`src/rtl/uart_event_scheduler_pkg.sv`:
```
// Shared types and message constants for the uart event scheduler.
package uart_event_pkg;

  typedef enum logic [1:0] {
    IDLE,
    LOAD,
    WAIT_DONE
  } state_t;

  localparam int MSG_LEN = 4;
  localparam int IDX_W   = $clog2(MSG_LEN);

  localparam logic [7:0] CHAR_B  = 8'h42;
  localparam logic [7:0] CHAR_0  = 8'h30;
  localparam logic [7:0] CHAR_CR = 8'h0D;
  localparam logic [7:0] CHAR_LF = 8'h0A;

  // Report message for a source: 'B', ASCII digit of the source, CR, LF.
  function automatic logic [7:0] msg_byte(input logic [3:0] src, input logic [IDX_W-1:0] idx);
    case (idx)
      2'd0:    return CHAR_B;
      2'd1:    return CHAR_0 + {4'h0, src};
      2'd2:    return CHAR_CR;
      default: return CHAR_LF;
    endcase
  endfunction

endpackage

```
`src/rtl/uart_event_scheduler_if.sv`:
```
// Byte-wide request bus between the scheduler and a shared uart transmitter.
interface uart_event_scheduler_if;
  logic [7:0] tx_data;
  logic       tx_start;
  logic       tx_busy;

  modport master (output tx_data, output tx_start, input tx_busy);
  modport slave  (input tx_data, input tx_start, output tx_busy);
endinterface

```
`src/rtl/uart_event_scheduler_rr_arbiter.sv`:
```
// Combinational round-robin pick: lowest requesting index at or after ptr, wrapping.
module rr_arbiter #(
  parameter int NUM_SOURCES = 4,
  parameter int SW          = $clog2(NUM_SOURCES)
) (
  input  logic [NUM_SOURCES-1:0] req,
  input  logic [SW-1:0]          ptr,
  output logic [SW-1:0]          gnt_idx,
  output logic                   gnt_vld
);

  logic [SW:0] cand;

  // Scan from the farthest offset down so the nearest request wins.
  always_comb begin
    gnt_idx = '0;
    gnt_vld = 1'b0;
    cand    = '0;
    for (int k = NUM_SOURCES - 1; k >= 0; k--) begin
      cand = {1'b0, ptr} + (SW+1)'(k);
      if (cand >= (SW+1)'(NUM_SOURCES)) cand = cand - (SW+1)'(NUM_SOURCES);
      if (req[cand[SW-1:0]]) begin
        gnt_idx = cand[SW-1:0];
        gnt_vld = 1'b1;
      end
    end
  end

endmodule

```
`src/rtl/uart_event_scheduler.sv`:
```
// Latches per-source events and reports each as a 4-byte message through a shared uart,
// granting sources round-robin; a byte is held until the transmitter raises busy.
module uart_event_scheduler
  import uart_event_pkg::*;
#(
  parameter int NUM_SOURCES = 4
) (
  input  logic                   sysclk,
  input  logic                   reset,
  input  logic [NUM_SOURCES-1:0] event_pulse,
  uart_event_scheduler_if.master tx,
  output logic [NUM_SOURCES-1:0] pending,
  output logic [NUM_SOURCES-1:0] dropped,
  output logic                   active
);

  localparam int SW = $clog2(NUM_SOURCES);

  state_t                   state, state_nxt;
  logic [SW-1:0]            rr_ptr;
  logic [SW-1:0]            cur_src;
  logic [IDX_W-1:0]         index;
  logic [SW-1:0]            gnt_idx;
  logic                     gnt_vld;
  logic                     grant;
  logic                     advance;
  logic [NUM_SOURCES-1:0]   clr;

  rr_arbiter #(.NUM_SOURCES(NUM_SOURCES), .SW(SW)) u_arb (
    .req     (pending),
    .ptr     (rr_ptr),
    .gnt_idx (gnt_idx),
    .gnt_vld (gnt_vld)
  );

  always_comb begin
    state_nxt   = state;
    grant       = 1'b0;
    advance     = 1'b0;
    tx.tx_start = 1'b0;
    tx.tx_data  = 8'h00;
    unique case (state)
      IDLE: begin
        if (gnt_vld && !tx.tx_busy) begin
          grant     = 1'b1;
          state_nxt = LOAD;
        end
      end
      LOAD: begin
        tx.tx_start = 1'b1;
        tx.tx_data  = msg_byte(4'(cur_src), index);
        if (tx.tx_busy) state_nxt = WAIT_DONE;
      end
      WAIT_DONE: begin
        if (!tx.tx_busy) begin
          if (index == IDX_W'(MSG_LEN - 1)) begin
            state_nxt = IDLE;
          end else begin
            advance   = 1'b1;
            state_nxt = LOAD;
          end
        end
      end
      default: state_nxt = IDLE;
    endcase
  end

  assign clr    = grant ? (NUM_SOURCES'(1) << gnt_idx) : '0;
  assign active = (state != IDLE);

  // A new event on the source being granted re-arms it (set beats clear) without counting as a drop.
  always_ff @(posedge sysclk) begin
    if (reset) begin
      state   <= IDLE;
      pending <= '0;
      dropped <= '0;
      rr_ptr  <= '0;
      cur_src <= '0;
      index   <= '0;
    end else begin
      state   <= state_nxt;
      pending <= (pending & ~clr) | event_pulse;
      dropped <= dropped | (event_pulse & pending & ~clr);
      if (grant) begin
        cur_src <= gnt_idx;
        index   <= '0;
        rr_ptr  <= (gnt_idx == SW'(NUM_SOURCES - 1)) ? '0 : gnt_idx + SW'(1);
      end else if (advance) begin
        index <= index + IDX_W'(1);
      end
    end
  end

endmodule

```
`src/flat_wrapper.sv`:
```
// flat-port wrapper written by rule: the top's interface ports become plain ports
module uart_event_scheduler_flat import uart_event_pkg::*;
#(
  parameter int NUM_SOURCES = 4
)
  (sysclk, reset, event_pulse, pending, dropped, active, tx_tx_data, tx_tx_start, tx_tx_busy);
  uart_event_scheduler_if tx_i ();
  input  logic sysclk;
  input  logic reset;
  input  logic [NUM_SOURCES-1:0] event_pulse;
  output logic [NUM_SOURCES-1:0] pending;
  output logic [NUM_SOURCES-1:0] dropped;
  output logic active;
  output wire logic [$bits(tx_i.tx_data)-1:0] tx_tx_data;
  output wire logic [$bits(tx_i.tx_start)-1:0] tx_tx_start;
  input wire logic [$bits(tx_i.tx_busy)-1:0] tx_tx_busy;
  assign tx_tx_data = tx_i.tx_data;
  assign tx_tx_start = tx_i.tx_start;
  assign tx_i.tx_busy = tx_tx_busy;
  uart_event_scheduler #(.NUM_SOURCES(NUM_SOURCES)) u_core (.sysclk(sysclk), .reset(reset), .event_pulse(event_pulse), .tx(tx_i), .pending(pending), .dropped(dropped), .active(active));
endmodule
```
`config.mk`:
```
export PLATFORM = sky130hd
export DESIGN_NAME = uart_event_scheduler_flat
export DESIGN_NICKNAME = d
export VERILOG_FILES = /design/src/rtl/uart_event_scheduler_pkg.sv /design/src/rtl/uart_event_scheduler_if.sv /design/src/rtl/uart_event_scheduler_rr_arbiter.sv /design/src/rtl/uart_event_scheduler.sv /design/src/flat_wrapper.sv
export SDC_FILE = /design/constraint.sdc
export NUM_CORES = 1
export LEC_CHECK = 0
export CORE_AREA = 2 2 48 50
export DETAILED_ROUTE_END_ITERATION = 12
export DIE_AREA = 0 0 50 52
export HOLD_SLACK_MARGIN = 0.03
export PLACE_DENSITY_LB_ADDON = 0.1
export SLEW_MARGIN = 10
export SYNTH_ARGS = -nofsm -noshare
export SYNTH_HDL_FRONTEND = slang
export SYNTH_HIERARCHICAL = 1
export SYNTH_SLANG_ARGS = --single-unit
```
`constraint.sdc`:
```
create_clock -name sysclk -period 1.7 [get_ports sysclk]
set_input_delay 0.51 -clock sysclk [delete_from_list [all_inputs] [get_ports sysclk]]
set_output_delay 0.51 -clock sysclk [all_outputs]
set_load 0.02 [all_outputs]
```
### Cell classes on the final placement

Scale bar: 20 um.
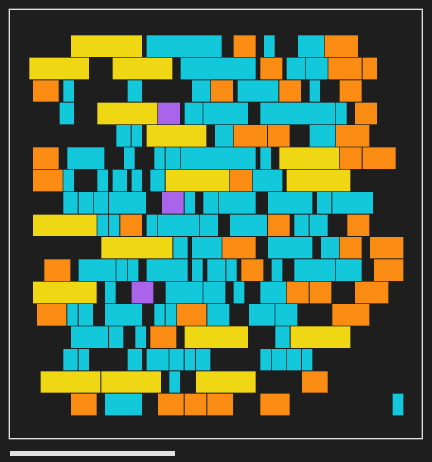
color	class	cells	share of their area
purple	clock drivers	3	1.6%
yellow	flops	16	24%
cyan	combinational and other logic	95	50%
orange	other buffers and delay cells	40	25%
flop share of the area: 22.96%
Row Count: 17

==> changes_impl.md <==
### Changed

- Max Slew Vio Count: 0
- Sequential power: 430 uW
- CP max FO: 3
- P_clk: 194 uW
- Worst Path Arrival: between 1 and 1.5 ns
- Root Buffer: clkbuf_4
- Seq pwr share: 47.5%
- Final Net Count: ~170
- # setup viols final: 5
- Final setup margin: -0.1564 ns
- Status: finished, violations left
- Peak VDD IR: between 0.5 and 0.6 mV
- Grt total ovfl: 0
- Routability congestion estimate: roughly 0.76
- CP peak stage delay: 0.36 ns
- Failing checks: setup timing
- Final Hold Vio Count: 0
- Clock group share of total power: between 20% and 30%
- Period minus WS final: 1.856 ns
- CTS Sinks: 16
### Gate-type map

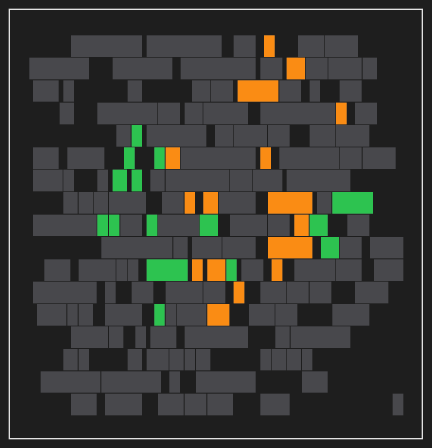
color	family	cells
green	NAND gates	15
orange	NOR gates	16

registers in the layout (all words and copies together) (netlist names):
register and cells:
u_core/dropped 4, u_core/pending 4, u_core/cur_src 2, u_core/index 2, u_core/rr_ptr 2, u_core/state 2
per-stage QoR:
step | area [um2] | util (%) | setup TNS (ns) | hold slack (ns) | worst slack (ns)
after detailed placement | 1280 | 60.78 | -3.980 | 0.4390 | -0.3570
after global routing | 1455 | 69.10 | -0.6820 | 0.4771 | -0.1894
after floorplan | 940.9 | - | 0 | 0.4304 | 0.03659
after global placement | 1280 | 60.78 | -3.503 | 0.4343 | -0.2184
after CTS | 1330 | 63.16 | -0.4155 | 0.4515 | -0.1584
final | 1455 | 69.10 | -0.3931 | 0.4491 | -0.1564
placed cells by master (no fill, tap or decap), drive strengths merged, types with 4 or more instances in the layout:
master / n
buf: 26
dfxtp: 16
dlygate4sd2: 8
a21oi: 14
o211ai: 4
inv: 17
o21ai: 4
ha: 10
nand2: 9
nor2: 9
clkdlybuf4s50: 5
nand2b: 5
worst register-to-register path, cell delays in order, from the launching register on:
cell and delay, ns:
dfxtp_4 0.39, nand2b_4 0.12, a21oi_1 0.07, a211oi_2 0.31
buf_4 0.18, ha_1 0.16, inv_2 0.05, o211ai_2 0.14
a21oi_1 0.08
final timing paths:
path / startpoint / cells after the start / to
worst min-delay path: u_core/dropped[2] / 2 / u_core/dropped[2]
worst max register to register: u_core/rr_ptr[1] / 8 / u_core/dropped[3]
worst min register to register: u_core/dropped[2] / 2 / u_core/dropped[2]
worst max-delay path: u_core/index[1] / 6 / tx_tx_data[6]
synth_stat cells (all sizes together), types with 2 or more instances:
cell	count	area, um2
dfxtp	16	320.3
and2	3	18.77
nor3	3	15.01
inv	17	63.81
nand2b	5	31.28
nand2	9	33.78
nor2	9	33.78
o211ai	4	40.03
a21oi	14	70.07
o21ai	4	20.02
a211oi	3	27.52
ha	10	125.1
mux2i	2	20.02
buf	3	20.01
nor4b	2	30.03
layer usage:
layer | routed length [um] | GRT usage [%] | up-vias | share of wire (%)
met3 | 96 | 2.874 | 8 | 4.0
met2 | 1219 | 30.92 | 20 | 51
met4 | 51 | 10.19 | 0 | 2.1
li1 | - | - | 462 | -
met1 | 1008 | 18.36 | 444 | 42
met5 | 0 | 0 | - | 0
area by class of cell:
type / count / area share, %
Inverter: 17 / 4.729
Multi-Input combinational cell: 78 / 43.94
Sequential cell: 16 / 22.96
Timing Repair Buffer: 40 / 24.42
Clock buffer: 3 / 1.548
Tap cell: 28 / 2.408
timing repair:
| action | 4_1_cts | 5_1_grt |
|---|---|---|
| setup buffers | 0 | 4 |
| resized | 65 | 32 |
| setup endpoints to repair | 17 | 16 |
| gates cloned | 0 | 1 |
| pin swaps | 3 | 7 |
kinds of logic after synthesis:
group                    after synthesis  share of synthesized area, %
other                                  1                        0.3991
adder cells (fa/ha/maj)               10                         13.32
AND-OR/OR-AND                         27                         18.37
flip-flops                            16                         34.09
AND/OR/NAND/NOR                       36                         21.44
buffers and inverters                 21                         9.319
XOR/XNOR                               1                        0.9323
multiplexers                           2                         2.131
No activity file was given, so power comes from the tool's default toggle rates.
